[config.mk]
export PLATFORM = sky130hd
export DESIGN_NAME = recevier_burst_gen
export DESIGN_NICKNAME = d
export VERILOG_FILES = /design/src/rtl/recevier_burst_gen_pkg.sv /design/src/rtl/recevier_burst_gen_sat_counter.sv /design/src/rtl/recevier_burst_gen.sv
export SDC_FILE = /design/constraint.sdc
export NUM_CORES = 1
export LEC_CHECK = 0
export ABC_AREA = 1
export CELL_PAD_IN_SITES_DETAIL_PLACEMENT = 0
export CELL_PAD_IN_SITES_GLOBAL_PLACEMENT = 1
export CORE_ASPECT_RATIO = 1.2
export CORE_MARGIN = 2
export CORE_UTILIZATION = 32
export CTS_CLUSTER_DIAMETER = 50
export CTS_CLUSTER_SIZE = 40
export DETAILED_ROUTE_END_ITERATION = 12
export PLACE_DENSITY = 0.71
export SYNTH_ARGS = -nofsm -noshare
export SYNTH_HDL_FRONTEND = slang
export SYNTH_SLANG_ARGS = --single-unit
[constraint.sdc]
create_clock -name clk -period 3.1 [get_ports clk]
set_input_delay 0.775 -clock clk [delete_from_list [all_inputs] [get_ports clk]]
set_output_delay 0.775 -clock clk [all_outputs]
set_load 0.01 [all_outputs]
[src/rtl/recevier_burst_gen_pkg.sv]
// Shared types and helpers for the recevier burst generator.
//   resp_state_t   : IDLE / ACTIVE state encoding
//   clamp_len()    : maps a requested length onto [min_len, max_len]
//   len_params_ok(): legality of the MIN_LEN / MAX_LEN parameter pair
package resp_pkg;

    typedef enum logic {IDLE = 1'b0, ACTIVE = 1'b1} resp_state_t;

    localparam int RUN_MAX = 15;

    // A request length of 0 naturally lands on min_len because min_len >= 1.
    function automatic int clamp_len(input int req, input int min_len, input int max_len);
        if (req < min_len) begin
            return min_len;
        end
        if (req > max_len) begin
            return max_len;
        end
        return req;
    endfunction

    function automatic bit len_params_ok(input int min_len, input int max_len);
        return (min_len >= 1) && (min_len <= max_len);
    endfunction

endpackage

[src/rtl/recevier_burst_gen_sat_counter.sv]
// Saturating event counter.
//   clk : clock
//   rst : synchronous active-high reset (highest priority)
//   clr : synchronous clear, wins over inc
//   inc : count one event; holds at all-ones
//   q   : count value
module sat_counter #(
    parameter int W = 8
) (
    input  logic         clk,
    input  logic         rst,
    input  logic         clr,
    input  logic         inc,
    output logic [W-1:0] q
);

    logic [W-1:0] q_reg;

    always_ff @(posedge clk) begin
        if (rst) begin
            q_reg <= '0;
        end else if (clr) begin
            q_reg <= '0;
        end else if (inc && (q_reg != '1)) begin
            q_reg <= q_reg + W'(1);
        end
    end

    assign q = q_reg;

endmodule

[src/rtl/recevier_burst_gen.sv]
// Request-driven burst generator: each accepted transmiter request drives
// recevier high for L = clamp(req_len, MIN_LEN, MAX_LEN) cycles starting one
// cycle later; overlapping requests extend (never queue) the burst.
//   clk, rst           : clock, synchronous active-high reset
//   en, transmiter     : request enable and request strobe
//   req_len            : requested burst length
//   clr_cnt            : clear statistics counters
//   recevier, busy     : registered response strobe (identical)
//   burst_done         : one-cycle pulse on first low cycle after a burst
//   run_len            : current run length of recevier, saturating at 15
//   req_cnt, extend_cnt, burst_cnt, drop_cnt : saturating statistics
module recevier_burst_gen
    import resp_pkg::*;
#(
    parameter int LEN_W   = 2,
    parameter int MIN_LEN = 2,
    parameter int MAX_LEN = 3,
    parameter int CNT_W   = 8
) (
    input  logic             clk,
    input  logic             rst,
    input  logic             en,
    input  logic             transmiter,
    input  logic [LEN_W-1:0] req_len,
    input  logic             clr_cnt,
    output logic             recevier,
    output logic             busy,
    output logic             burst_done,
    output logic [3:0]       run_len,
    output logic [CNT_W-1:0] req_cnt,
    output logic [CNT_W-1:0] extend_cnt,
    output logic [CNT_W-1:0] burst_cnt,
    output logic [CNT_W-1:0] drop_cnt
);

    localparam int REM_W = $clog2(MAX_LEN + 1);

    generate
        if (!len_params_ok(MIN_LEN, MAX_LEN)) begin : g_bad_len
            $error("recevier_burst_gen: need 1 <= MIN_LEN <= MAX_LEN");
        end
    endgenerate

    resp_state_t      state_reg;
    logic [REM_W-1:0] rem_reg;
    logic [REM_W-1:0] rem_dec;
    logic [REM_W-1:0] rem_next;
    logic [REM_W-1:0] len_eff;
    logic             accept;
    logic             done_next;
    logic             done_reg;
    logic [3:0]       run_len_reg;
    logic [3:0]       run_len_next;

    always_comb begin
        accept    = transmiter & en;
        len_eff   = REM_W'(clamp_len(int'(req_len), MIN_LEN, MAX_LEN));
        rem_dec   = (rem_reg != '0) ? rem_reg - REM_W'(1) : '0;
        // A request only ever raises the remaining count to L; it never adds.
        rem_next  = rem_dec;
        if (accept && (len_eff > rem_dec)) begin
            rem_next = len_eff;
        end
        // Last high cycle with nothing extending it.
        done_next = (rem_reg == REM_W'(1)) && !accept;
        run_len_next = 4'd0;
        if (rem_next != '0) begin
            run_len_next = (run_len_reg == 4'(RUN_MAX)) ? 4'(RUN_MAX) : run_len_reg + 4'd1;
        end
    end

    always_ff @(posedge clk) begin
        if (rst) begin
            state_reg   <= IDLE;
            rem_reg     <= '0;
            done_reg    <= 1'b0;
            run_len_reg <= 4'd0;
        end else begin
            rem_reg     <= rem_next;
            done_reg    <= done_next;
            run_len_reg <= run_len_next;
            case (state_reg)
                IDLE:    if (accept)            state_reg <= ACTIVE;
                ACTIVE:  if (rem_next == '0)    state_reg <= IDLE;
                default:                        state_reg <= IDLE;
            endcase
        end
    end

    assign recevier   = (state_reg == ACTIVE);
    assign busy       = recevier;
    assign burst_done = done_reg;
    assign run_len    = run_len_reg;

    // Counter order: 0 req, 1 extend, 2 burst, 3 drop.
    logic [3:0]       cnt_inc;
    logic [CNT_W-1:0] cnt_q [4];

    assign cnt_inc[0] = accept;
    assign cnt_inc[1] = accept && (rem_dec != '0);
    assign cnt_inc[2] = done_next;
    assign cnt_inc[3] = transmiter & ~en;

    generate
        for (genvar gi = 0; gi < 4; gi++) begin : g_cnt
            sat_counter #(.W(CNT_W)) u_cnt (
                .clk (clk),
                .rst (rst),
                .clr (clr_cnt),
                .inc (cnt_inc[gi]),
                .q   (cnt_q[gi])
            );
        end
    endgenerate

    assign req_cnt    = cnt_q[0];
    assign extend_cnt = cnt_q[1];
    assign burst_cnt  = cnt_q[2];
    assign drop_cnt   = cnt_q[3];

endmodule

### Routing congestion map, run 1

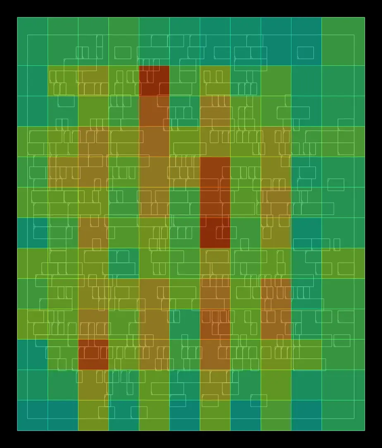
M3 GR Usage: 3.56%
met2 Track Usage GR: 25.1%
post-layout util: 43.2%
GRT Max-Usage Layer: met2

### Wiring by layer, run 1

Drawn at 4 px/µm. Two of the layers only.
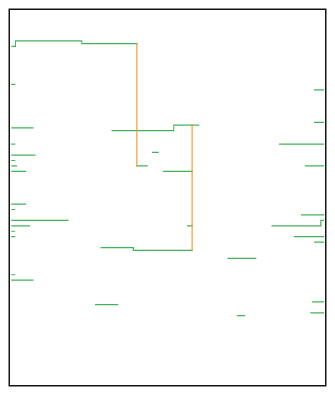
color	layer	wire length
green	metal 3	209 µm
orange	metal 4	61.9 µm

### Met1 routing, run 1

Drawn at 6 px/µm. Supply wires on this layer in gray.
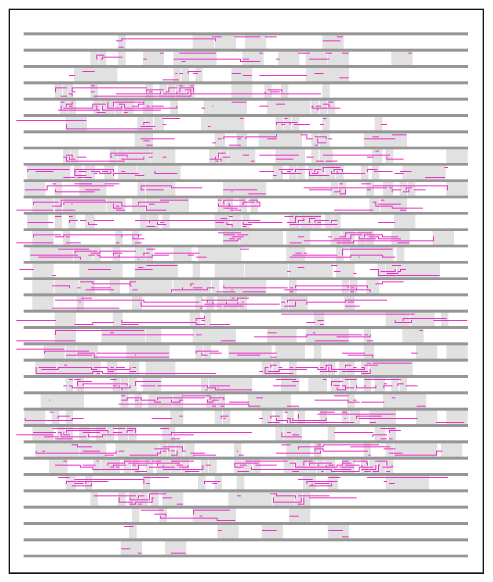
main direction	horizontal
share of all routed wire	45%

==> Changelog: implementation, run 1 <==
### Implementation results

* Gate power share at ~6.3%
* Most common logic cells in the final layout: nand2_1 (85), nor2_1 (45), clkdlybuf4s50_1 (45), dfxtp_1 (40), inv_1 (35)
* Vias per inst at 4.53
* Via count at just over 2,000
* Adder share at ~2.9%
* Synth top cells by count: nand2_1 (85), nor2_1 (45), dfxtp_1 (40), inv_1 (35), nand3_1 (19)
* Leading cell kind: logic gates
* Root buf cell: clkbuf_8
* Post-synthesis area per instance at between 6 and 7 µm²
* Cell depth of the worst hold path at 1
* Combinational share of cell area at around two fifths
* RSZ-0062 raised after global routing: no
* Final GP Congestion at 0.787
* EDFF count, synth at 0
* Worst Max-Slew Pin Slew at between 0.5 and 0.6 ns
* Pre-antenna DRT Iters at 4
* Yosys chip area at approximately 2100 µm²
* Cell family with most CP delay: buffers and inverters
* Worst setup path startpoint: g_cnt[0].u_cnt.q[2]
* Power per Cell Area at around 340 nW/µm²
* Sequential Power at between 0.5 and 0.6 mW
* Reg2reg setup slack at 1.71 ns
* IO buf count at around 45
* Setup slack at placement at 0.979 ns
* Cycle use final at between 60 and 70%
* Initial antenna violation count at 0
* Final hold vios at 0
* Status: finished, final reports clean
* Setup TNS Final at 0 ns
* Grt total ovfl at 0
* Crit-path max FO at 6
* Synth area leaders: dfxtp_1 (37%), nand2_1 (15%), nor2_1 (7.9%), inv_1 (6.1%), nand3_1 (4.4%)
* Hold Crit Class: reg -> reg
* Routed Antenna Nets at 0
* Core Rows at 32
* Max-cap viol count at 0
* Synth flops at about 40
* CP cell instances: clkdlybuf4s50_1
--- run 2 (diff from run 1) ---
- PLACE_DENSITY: 0.71 -> 0.74
- clock period: 3.1 -> 1.8 ns (I/O delays scaled with it)
### Met1 routing, run 2

Drawn at 6 px/µm. Supply wires on this layer in gray.
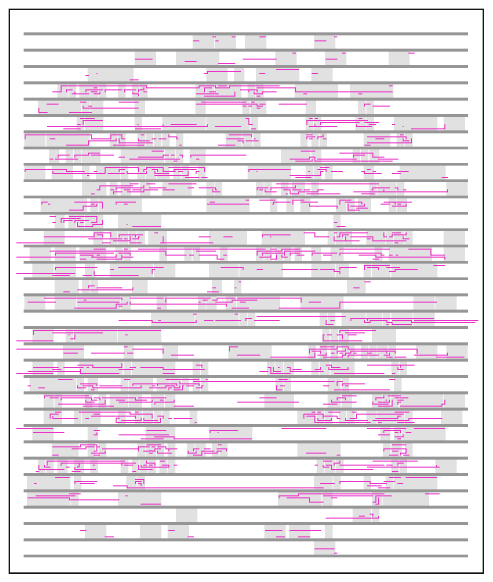
Post-Route WL: 4730 µm
met1 usage: 17.6%

### Met3 routing, run 2

Drawn at 4 px/µm.
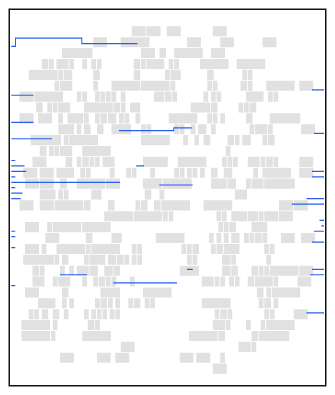
share of all routed wire	4.0%
wire length on this layer	188 µm
main direction	horizontal
via count: 1,949

==> run 2 against run 1 <==
Effect of this change:
- non-clock buffer count is 4 higher
- critical path depth is the same
- wire length decreased by 5.4%
- clock skew fell by 0.010 ns
- largest power group unchanged
- via count fell by 3.3%
- die size unchanged
- first-iteration DRC count down 42%
- worst hold slack got worse by 0.0077 ns
- sequential share of layout area barely moved
- setup slack worse by 0.94 ns
- clock power increased by 47%
- critical endpoint is now req_cnt[4]
- sequential cell count unchanged
==> Changelog: implementation, run 2 <==
### Implementation results

* Worst Max-Slew Pin Slew at 0.249 ns (was 0.565 ns)
* Yosys warns at 0 (unchanged)
* Leading cell kind: logic gates (unchanged)
* Number of CTS-inserted buffers at 5 (unchanged)
* Tap cell count at 85 (unchanged)
* Simple share at 38.1% (unchanged)
* Final WS setup at 0.0453 ns (was 0.987 ns)
* Synth area leaders: dfxtp_1 (37%), nand2_1 (15%), nor2_1 (7.9%), inv_1 (6.1%), nand3_1 (4.4%) (unchanged)
* Crit-path max FO at 5 (was 6)
* Seq_cells at 40 (unchanged)
* TritonCTS clock tree: yes (unchanged)
* ClkCell Share at 2.45% (was 3.37%)
* Mapped Cells at 309 (unchanged)
* Post-layout util at 43.6% (was 43.2%)
* Root buf cell: clkbuf_8 (unchanged)
* Crit end category: output pin (unchanged)
* Vias per inst at 4.37 (was 4.53)
* Synthesized area at 2150 µm² (unchanged)
* FF-to-FF End: g_cnt[3].u_cnt.q[0] (was g_cnt[3].u_cnt.q[3])
* IO buf count at 45 (unchanged)
* Top cell area share at 37.3% (unchanged)
* Worst-path clk slew at 0.07 ns (was 0.08 ns)
* Hold Crit Class: reg -> reg (unchanged)
* CP cell instances: clkdlybuf4s50_1 (unchanged)
* Comb power at 0.114 mW (was 0.0603 mW)
* Hold path endpoint: rem_reg[0] (was run_len[0])
* Initial antenna violation count at 0 (unchanged)
* Met2 Track Usage GR at 22.9% (was 25.1%)
* Worst path depth at 1 (unchanged)
* Seq pwr share at 57.7% (was 54.7%)
* Net Sw Frac at 23.5% (was 24.2%)
* Core Rows at 32 (unchanged)
* Yosys chip area at 2150 µm² (unchanged)
* # DRC at 0 (unchanged)
* IO Pins at 46 (unchanged)
* Sequential Power at 0.899 mW (was 0.522 mW)
* Grt total ovfl at 0 (unchanged)
* Clock power frac at 35.0% (was 39.0%)
* Main power group: registers (unchanged)
* Cell depth of the worst hold path at 2 (was 1)
* Pre-antenna DRT Iters at 4 (unchanged)
* Initial DRC Count at 33 (was 57)
* Non-Clock Buffer Count at 50 (was 46)
* Max-cap viol count at 0 (unchanged)
* Area Overhead vs Synth at 31.0% (was 29.8%)
* Reg2reg setup slack at 0.41 ns (was 1.71 ns)
* Adder share at 2.91% (unchanged)
* Synth flops at 40 (unchanged)
* Fin nets at 375 (was 371)
* Worst setup endpoint: req_cnt[4] (was req_cnt[2])
* Final min period at around 1.8 ns
* M3 GR Usage at 3.56% (unchanged)
* Setup slack at placement at 0.0958 ns (was 0.979 ns)
* Total core area at 6450 µm² (unchanged)
* Power per Cell Area at 554 nW/µm² (was 342 nW/µm²)
* Largest stage delay, worst path at 0.58 ns (was 0.59 ns)
* Tool Warnings at 26 (unchanged)
* Crit path DAT at 1.30 ns (was 1.34 ns)
* Die Y-Extent at 93.7 µm (unchanged)
* Most common logic cells in the final layout: nand2_1 (85), nor2_1 (45), clkdlybuf4s50_1 (45), inv_1 (35), dfxtp_1 (34) (was nand2_1 (85), nor2_1 (45), clkdlybuf4s50_1 (45), dfxtp_1 (40), inv_1 (35))
* Synth mux share at 0% (unchanged)
* Final hold vios at 0 (unchanged)
* Setup fix buffers added after clock tree synthesis at 0 (unchanged)
* Gate power share at 7.3% (was 6.3%)
* First-pass GRT wire length at 8140 µm (was 8450 µm)
* Resize count post-CTS at 0 (unchanged)
* Final GP Congestion at 0.729 (was 0.787)
* Cell family with most CP delay: buffers and inverters (unchanged)
* Status: finished, final reports clean (unchanged)
* Combinational share of cell area at 41.4% (was 41.7%)
* Worst setup path startpoint: g_cnt[0].u_cnt.q[4] (was g_cnt[0].u_cnt.q[2])
* Routed Antenna Nets at 0 (unchanged)
* Cycle use final at a little over nine tenths
* Worst hold slack at 0.499 ns (was 0.507 ns)
* RSZ-0062 raised after global routing: no (unchanged)
* Post-synthesis cell type count at 27 (unchanged)
* Setup TNS Final at 0 ns (unchanged)
* Post-synthesis area per instance at 6.95 µm² (unchanged)
* GRT Max-Usage Layer: met2 (unchanged)
* EDFF count, synth at 0 (unchanged)
* Largest area contributor in the synthesized netlist: dfxtp_1 (unchanged)
* Worst reg2reg path startpoint: g_cnt[3].u_cnt.q[1] (unchanged)
* Worst vdd ir at 0.215 mV (was 0.204 mV)
* Synth top cells by count: nand2_1 (85), nor2_1 (45), dfxtp_1 (40), inv_1 (35), nand3_1 (19) (unchanged)
--- run 3 (diff from run 2) ---
- CORE_MARGIN: 2 -> 1
- GPL_ROUTABILITY_DRIVEN: not set -> 0
### Sequential cells colored by netlist name, run 3

Drawn at 4 px/µm. Other sequential cells in the stronger gray, the rest of the logic in the fainter gray.
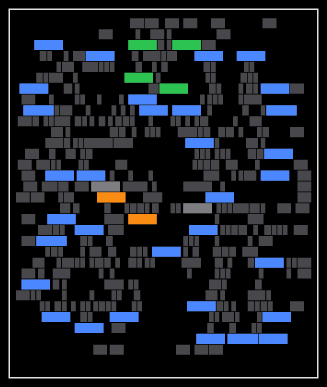
color	netlist name	sequential cells
blue	g_cnt.u_cnt.q	32
orange	rem_reg	2
green	run_len	4
Sequential Power: 0.899 mW
register area: 806 µm²
post-layout util: 43.7%

==> run 3 against run 2 <==
Effect of this change:
- synthesized area unchanged
- sequential share of layout area decreased by 0.15 points
- core utilization up 0.097 points
- first-iteration DRC count increased by 15%
- clock-buffer cell count increased by 3
- critical path type unchanged
- largest cell class unchanged
==> Changelog: implementation, run 3 <==
### Implementation results

* Initial antenna violation count at 0 (unchanged)
* Via count at 1,992 (was 1,949)
* Crit end category: output pin (unchanged)
* Hold path endpoint: rem_reg[0] (unchanged)
* Crit-path max FO at 5 (unchanged)
* Synth mux share at 0% (unchanged)
* Setup slack at placement at 0.0993 ns (was 0.0958 ns)
* Hold Crit Class: reg -> reg (unchanged)
* Cell depth of the worst hold path at 2 (unchanged)
* Resize count post-CTS at 0 (unchanged)
* Seq_cells at 40 (unchanged)
* Initial DRC Count at 38 (was 33)
* Worst setup path startpoint: g_cnt[2].u_cnt.q[7] (was g_cnt[0].u_cnt.q[4])
* Yosys warns at 0 (unchanged)
* Total core area at 6450 µm² (unchanged)
* Power per Cell Area at 574 nW/µm² (was 554 nW/µm²)
* Seq pwr share at 55.5% (was 57.7%)
* Max-cap viol count at 0 (unchanged)
* Setup fix buffers added after clock tree synthesis at 0 (unchanged)
* CP cell instances: clkdlybuf4s50_1 (unchanged)
* # DRC at 0 (unchanged)
* Worst reg2reg path startpoint: g_cnt[3].u_cnt.q[1] (unchanged)
* Post-synthesis cell type count at 27 (unchanged)
* First-pass GRT wire length at 8140 µm (about the same)
* Synth top cells by count: nand2_1 (85), nor2_1 (45), dfxtp_1 (40), inv_1 (35), nand3_1 (19) (unchanged)
* Main power group: registers (unchanged)
* Crit path DAT at 1.29 ns (was 1.30 ns)
* Fin nets at 375 (unchanged)
* Met1 usage at 18.2% (was 17.6%)
* Synthesized area at 2150 µm² (unchanged)
* Grt total ovfl at 0 (unchanged)
* Pre-antenna DRT Iters at 4 (unchanged)
* Clock power frac at 37.6% (was 35.0%)
* Top cell area share at 37.3% (unchanged)
* Cycle use final at 96.6% (was 97.5%)
* Area Overhead vs Synth at 31.3% (was 31.0%)
* Comb power at 0.111 mW (was 0.114 mW)
* Net Sw Frac at 22.7% (was 23.5%)
* Synth area leaders: dfxtp_1 (37%), nand2_1 (15%), nor2_1 (7.9%), inv_1 (6.1%), nand3_1 (4.4%) (unchanged)
* Synth flops at 40 (unchanged)
* Core Rows at 32 (unchanged)
* Leading cell kind: logic gates (unchanged)
* EDFF count, synth at 0 (unchanged)
* Number of CTS-inserted buffers at 5 (unchanged)
* IO Pins at 46 (unchanged)
* Routed Antenna Nets at 0 (unchanged)
* Worst vdd ir at 0.314 mV (was 0.215 mV)
* IO buf count at 45 (unchanged)
* Final WS setup at 0.0614 ns (was 0.0453 ns)
* Setup TNS Final at 0 ns (unchanged)
* Status: finished, final reports clean (unchanged)
* Worst path depth at 1 (unchanged)
* Vias per inst at 4.44 (was 4.37)
* Reg2reg setup slack at 0.43 ns (was 0.41 ns)
* Largest area contributor in the synthesized netlist: dfxtp_1 (unchanged)
### Routing congestion map, run 3

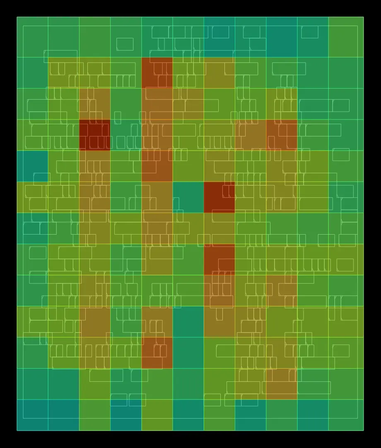
M3 GR Usage: 2.39%
total track usage: 14.3%
met2 Track Usage GR: 23.4%
WL per Instance: 10.3 µm

No activity file was given, so power comes from the tool's default toggle rates.
